==> src/rtl/sfp_norm.sv <==
// Row normaliser: absolute-sum accumulate, optional peer-sum exchange, bit-serial divide.
// Define SFP_DUAL_CORE_EN to enable the XCHG handshake with the peer core.
module sfp_norm #(
  parameter int col     = 8,
  parameter int bw_psum = 20,
  parameter int frac    = 8
) (
  input  logic                     clk,
  input  logic                     reset,
  input  logic [bw_psum*col-1:0]   in,
  input  logic                     in_valid,
  input  logic [bw_psum+3:0]       sum_in,
  input  logic                     sum_in_valid,
  output logic [bw_psum+3:0]       sum_out,
  output logic                     sum_out_valid,
  output logic [bw_psum*col-1:0]   out,
  output logic                     out_valid,
  output logic                     busy
);

  localparam int SW = bw_psum + 4;
  localparam int MW = bw_psum + 1;
  localparam int RW = bw_psum + 5;
  localparam int QW = frac + 1;
  localparam int CW = (frac + 1 > 1) ? $clog2(frac + 1) : 1;

  typedef enum logic [2:0] {IDLE, ACC, XCHG, DIV, DONE} state_t;

  state_t              state;
  logic [MW-1:0]       mag    [col];
  logic                sgn    [col];
  logic [RW-1:0]       rem    [col];
  logic [frac-1:0]     quo    [col];
  logic [SW-1:0]       total;
  logic [CW-1:0]       cnt;

  logic [MW-1:0]       in_mag [col];
  logic                in_sgn [col];
  logic [RW-1:0]       rem_sh [col];
  logic [RW-1:0]       rem_nx [col];
  logic                qbit   [col];
  logic [QW-1:0]       quo_nx [col];
  logic [bw_psum-1:0]  out_nx [col];
  logic [SW-1:0]       local_sum;
  logic [RW-1:0]       total_ext;
  logic                first;

  assign busy      = (state != IDLE);
  assign total_ext = {1'b0, total};
  assign first     = (cnt == CW'(frac));

  always_comb begin
    local_sum = '0;
    for (int i = 0; i < col; i++)
      local_sum = local_sum + SW'(mag[i]);
  end

  for (genvar gi = 0; gi < col; gi++) begin : g_elem
    logic [bw_psum-1:0] x;
    logic [MW-1:0]      xe;
    logic [bw_psum-1:0] q_ext;

    // One extra bit keeps |-2^(bw_psum-1)| exact.
    assign x          = in[bw_psum*gi +: bw_psum];
    assign xe         = {x[bw_psum-1], x};
    assign in_mag[gi] = xe[MW-1] ? (~xe + 1'b1) : xe;
    assign in_sgn[gi] = x[bw_psum-1];

    assign rem_sh[gi] = first ? rem[gi] : {rem[gi][RW-2:0], 1'b0};
    assign qbit[gi]   = (rem_sh[gi] >= total_ext);
    assign rem_nx[gi] = qbit[gi] ? (rem_sh[gi] - total_ext) : rem_sh[gi];
    assign quo_nx[gi] = {quo[gi], qbit[gi]};

    assign q_ext      = {{(bw_psum-QW){1'b0}}, quo_nx[gi]};
    assign out_nx[gi] = (total == '0) ? '0 : (sgn[gi] ? (-q_ext) : q_ext);
  end

`ifndef SFP_DUAL_CORE_EN
  logic unused_peer;
  assign unused_peer = ^{sum_in, sum_in_valid};
`endif

  always_ff @(posedge clk or posedge reset) begin
    if (reset) begin
      state         <= IDLE;
      total         <= '0;
      cnt           <= '0;
      sum_out       <= '0;
      sum_out_valid <= 1'b0;
      out           <= '0;
      out_valid     <= 1'b0;
      for (int i = 0; i < col; i++) begin
        mag[i] <= '0;
        sgn[i] <= 1'b0;
        rem[i] <= '0;
        quo[i] <= '0;
      end
    end else begin
      out_valid <= 1'b0;
      case (state)
        IDLE: begin
          if (in_valid) begin
            for (int i = 0; i < col; i++) begin
              mag[i] <= in_mag[i];
              sgn[i] <= in_sgn[i];
            end
            state <= ACC;
          end
        end
        ACC: begin
          sum_out <= local_sum;
          total   <= local_sum;
          cnt     <= CW'(frac);
          for (int i = 0; i < col; i++) begin
            rem[i] <= {{(RW-MW){1'b0}}, mag[i]};
            quo[i] <= '0;
          end
`ifdef SFP_DUAL_CORE_EN
          sum_out_valid <= 1'b1;
          state         <= XCHG;
`else
          state         <= DIV;
`endif
        end
        XCHG: begin
          if (sum_in_valid) begin
            total         <= sum_out + sum_in;
            sum_out_valid <= 1'b0;
            state         <= DIV;
          end
        end
        DIV: begin
          for (int i = 0; i < col; i++) begin
            rem[i] <= rem_nx[i];
            quo[i] <= quo_nx[i][frac-1:0];
          end
          // The final quotient bit goes straight to the output register.
          if (cnt == '0) begin
            for (int i = 0; i < col; i++)
              out[bw_psum*i +: bw_psum] <= out_nx[i];
            out_valid <= 1'b1;
            state     <= DONE;
          end else begin
            cnt <= cnt - 1'b1;
          end
        end
        DONE: begin
          if (in_valid) begin
            for (int i = 0; i < col; i++) begin
              mag[i] <= in_mag[i];
              sgn[i] <= in_sgn[i];
            end
            state <= ACC;
          end else begin
            state <= IDLE;
          end
        end
        default: state <= IDLE;
      endcase
    end
  end

endmodule

==> config.mk <==
export PLATFORM = sky130hd
export DESIGN_NAME = sfp_norm
export DESIGN_NICKNAME = d
export VERILOG_FILES = /design/src/rtl/sfp_norm.sv
export SDC_FILE = /design/constraint.sdc
export NUM_CORES = 2
export LEC_CHECK = 0
export ABC_AREA = 1
export CAP_MARGIN = 20
export CORE_MARGIN = 2
export CORE_UTILIZATION = 33
export CTS_CLUSTER_DIAMETER = 30
export CTS_CLUSTER_SIZE = 25
export DETAILED_ROUTE_END_ITERATION = 8
export GPL_TIMING_DRIVEN = 0
export SLEW_MARGIN = 20
export SYNTH_ARGS = -nofsm -noshare
export SYNTH_HDL_FRONTEND = slang
export SYNTH_SLANG_ARGS = --single-unit
==> constraint.sdc <==
create_clock -name clk -period 26.5 [get_ports clk]
set_clock_uncertainty 0.05 [all_clocks]
set_input_delay 5.3 -clock clk [delete_from_list [all_inputs] [get_ports clk]]
set_output_delay 5.3 -clock clk [all_outputs]
set_load 0.02 [all_outputs]
==> changes_impl.md <==
## Implementation

* Outcome: complete, no violations
* Pin count of the biggest net entering global routing at 100
* Count of final hold-check violations at 0
* TritonCTS clock tree: yes
* Vias in the first global route at 50907
* Worst Hold Depth at 2
* Worst Path Required at 27150 ps
* Number of warning messages in the logs at 27
* Unrepaired setup endpoints after global routing: false
* Later-pin clock latency in the skew report at 830 ps
* Most common cell in the netlist: sky130_fd_sc_hd__nand2_1
* CP endpoint kind: flip-flop
* Top cells excl fill/tap: sky130_fd_sc_hd__nand2_1, sky130_fd_sc_hd__inv_1, sky130_fd_sc_hd__dfrtp_1
* Count of yosys warnings during synthesis at 0
* Die X-Extent at 396 um
* Quantity of hold-fixing buffers added after cts at 0
* Mux frac, synth at 0
* Wire length of the first global-routing pass at 345 mm
* Hold Startpoint: out[127]
* Cell resize tally after clock tree synthesis at 0
* Highest cell delay on the worst timing path at 970 ps
* Part of the Yosys area used for sequential elements at 0.311
* Cell Type Count at 61
* Area fraction in xor and xnor cells at 0.0423
* Post-detailed-placement cell area at 57300 um^2
* Total cells reported by yosys after synthesis at 7188
* DR iter-0 viols at 5831
* Residual DRC count at 0
* Shortest clock period the worst path allows after layout at 8290 ps
* Area growth syn-to-layout at 25.5%
* Largest fanout of any net on the critical path at 10
* Congestion Overflow GR at 0
* Cells after Synth at 7188
* Asr flop ratio synth at 1.00
* Total die size at 157000 um^2
* Die Y at 396 um
* Max-slew violation total from the final report at 0
* Pin slew with the least headroom to its limit at 1310 ps
* Total of flip-flops plus latches after synthesis at 632
* Clock-pin slew on the worst setup and hold paths at 50 ps
* Ratio of final minimum period to clock period at 0.313
* Dominant register cell: sky130_fd_sc_hd__dfrtp_1
* Final std cell area, no fill at 63700 um^2
* Number of placement rows at 143
* WP data arrival at 8940 ps
* Cell accounting for the most synthesized area: sky130_fd_sc_hd__dfrtp_1
* RR Startpoint: cnt[0]
* Mapped Area at 50800 um^2
* Type of element launching the critical path: input port
* Mapped Nets at 7775
* Total setup buffers inserted after CTS at 0
* Number of flops mapped to enable cells by yosys at 0
* Top cell types by occurrence after synthesis: sky130_fd_sc_hd__nand2_1, sky130_fd_sc_hd__inv_1, sky130_fd_sc_hd__dfrtp_1
* Logic depth of the worst register-to-register path at 26
* Effective utilization at floorplan at 0.333
* Area inside the core boundary at 152000 um^2
* Via/cell ratio at 5.45
* Critical Path Slowest Stage Cell: sky130_fd_sc_hd__clkbuf_1
* Main kind of combinational logic by area: simple AND/OR/NAND/NOR gates
* CP Cell Sequence: clkdlybuf4s50_1 -> nand2_1 -> clkbuf_1 -> inv_1 -> clkbuf_1 -> nand2_1 -> o31ai_1
* Hold Crit Class: reg -> reg
* Cells taking the most area after synthesis: sky130_fd_sc_hd__dfrtp_1, sky130_fd_sc_hd__nand2_1, sky130_fd_sc_hd__ha_1
* Number of buffers inserted by port buffering at 369
* Number of buffers added by the clock tree synthesis step at 172
* Synthesized chip area reported by yosys at 50800 um^2
* Worst setup slack for register-to-register paths at 19510 ps
* Routability cong. at 1.01
* Clock Root Buffer: sky130_fd_sc_hd__clkbuf_16
* Initial antenna violation count at 22
* Post-synthesis share of cell area spent on full adders, half adders and majority gates at 0.118
* Deepest level of the CTS H-tree at 4
* Worst setup path category: in -> reg
* Total half-perimeter wirelength after legalization and detailed placement at 191 mm
* DP Cell Count at 9598
* AND/OR/NAND/NOR Cells, Area Fraction at 0.266
* Most frequent logic cell in the layout: sky130_fd_sc_hd__nand2_1
* Final net count at 8329
* Area share of the largest cell type after synthesis at 0.311
* # clock sinks at 632
* Number of cells in the finished layout apart from fillers at 9926
* Maximum count of clock buffers along a single path at 3
* Final setup vio count at 0
* Post-Syn Area per Cell at 7.06 um^2
* Capturing point of the worst reg2reg path: out[88]
* Relative slew slack at 0.125
* Achievable frequency at 0.121 GHz
* I/O pin count at 375
* Router iterations before antenna repair at 9
* Share of cells above drive strength 1 at 0.0672
* Number of nets with antenna violations after routing at 0
* Hold endpoint: out[127]
* And-or/or-and share of the synthesized area at 0.171
* Max-cap violations at 0
[critical path, delay by kind of cell]
kind / cells / cell delay [ps]
AND-OR/OR-AND: 1 / 420
buffers and inverters: 4 / 2180
AND/OR/NAND/NOR: 2 / 1020
[through the flow]
step | utilization | hold slack, ps | TNS, ps | worst slack [ps]
floorplan | - | 399 | 0 | 3450
global placement | 0.374 | 414 | -3284370 | -5390
detailed placement | 0.376 | 416 | 0 | 17600
CTS | 0.418 | 429 | 0 | 18430
global route | 0.418 | 452 | 0 | 18350
finish | 0.418 | 423 | 0 | 18210
[cell type report]
type | count | area [um^2]
fill | 15821 | 88700
multi-input combinational | 5406 | 30300
sequential | 632 | 15800
clock buffer | 222 | 4790
timing repair buffer | 380 | 3960
inverter | 885 | 3330
tap | 2030 | 2540
clock inverter | 96 | 1610
buffer | 265 | 1330
antenna | 10 | 25.0
[registers in the layout, summed over array words and instances, names as in the netlist]
signal and flops:
rem 200, mag 168, sum_out 24, out 136, cnt 4, g_elem.q_ext 64, out_valid 1, state 3
total 24, sgn 8
[worst max-delay path by stage]
stage                     slack [ps]        to      from
after global placement         -5390   mag[25]     reset
final                          18210  mag[124]  in_valid
after global routing           18350   mag[19]  in_valid
after CTS                      18430  mag[124]  in_valid
after floorplan                 3450    cnt[0]     reset
after detailed placement       17600  mag[124]  in_valid
[per-layer routing]
metal  up-vias  routed length [um]  share of wire  global-route usage
met5         -                  46        0.00019                   0
met4         8               11200          0.046               0.138
met3       468               25900           0.11              0.0793
met2      2782              102000           0.42               0.446
met1     25994              102000           0.42               0.406
li1      24841                   -              -                   -
### Routed metal, one color a layer

Scale: 1 px per um. Only two layers are drawn.
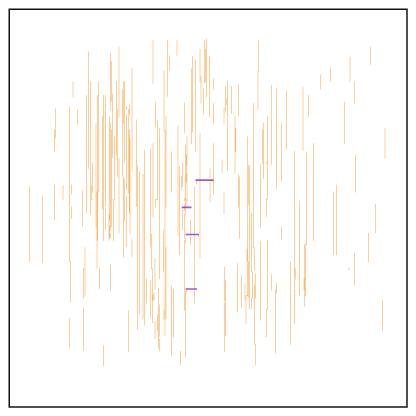
purple -> met5  # wire length 46.7 um
orange -> met4  # wire length 11200 um

### Met1 routing

Scale: 1.5 px per um. Supply wires on this layer in gray. Cells faint in the background.
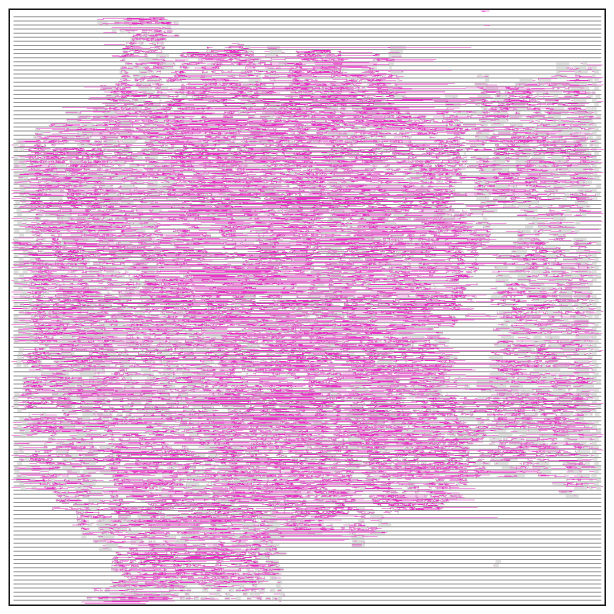
longest straight run = 147 um
share of all routed wire = 42%
count of vias placed by the detailed router: 54093
DRT Wirelength: 242 mm
GR met1 Demand/Resource: 0.406

### Met4 routing

Scale: 1 px per um. Supply wires on this layer in gray.
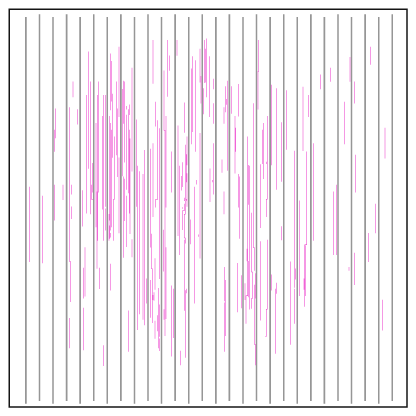
nets with wire on the layer = 129
main direction = vertical

### Sequential cells grouped by signal name

Scale: 1 px per um.
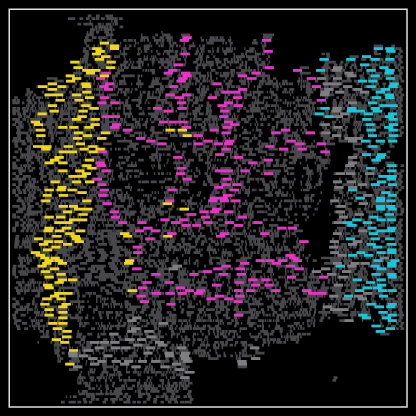
magenta -> rem  # sequential cells 200
yellow -> mag  # sequential cells 168
cyan -> out  # sequential cells 136

### Routing congestion

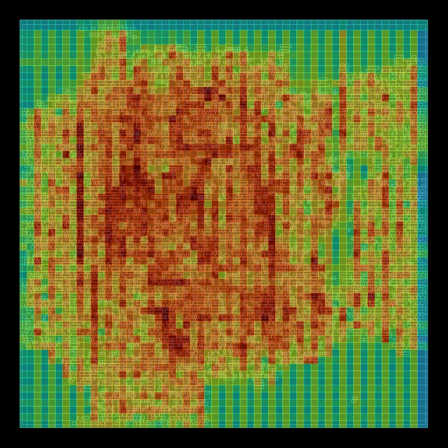
GR Layer Usage met2: 0.446
most used routing layer in global routing: met2
global-route usage over all layers: 0.300
average wire per standard cell: 24.4 um
core occupancy in the finished layout: 0.418

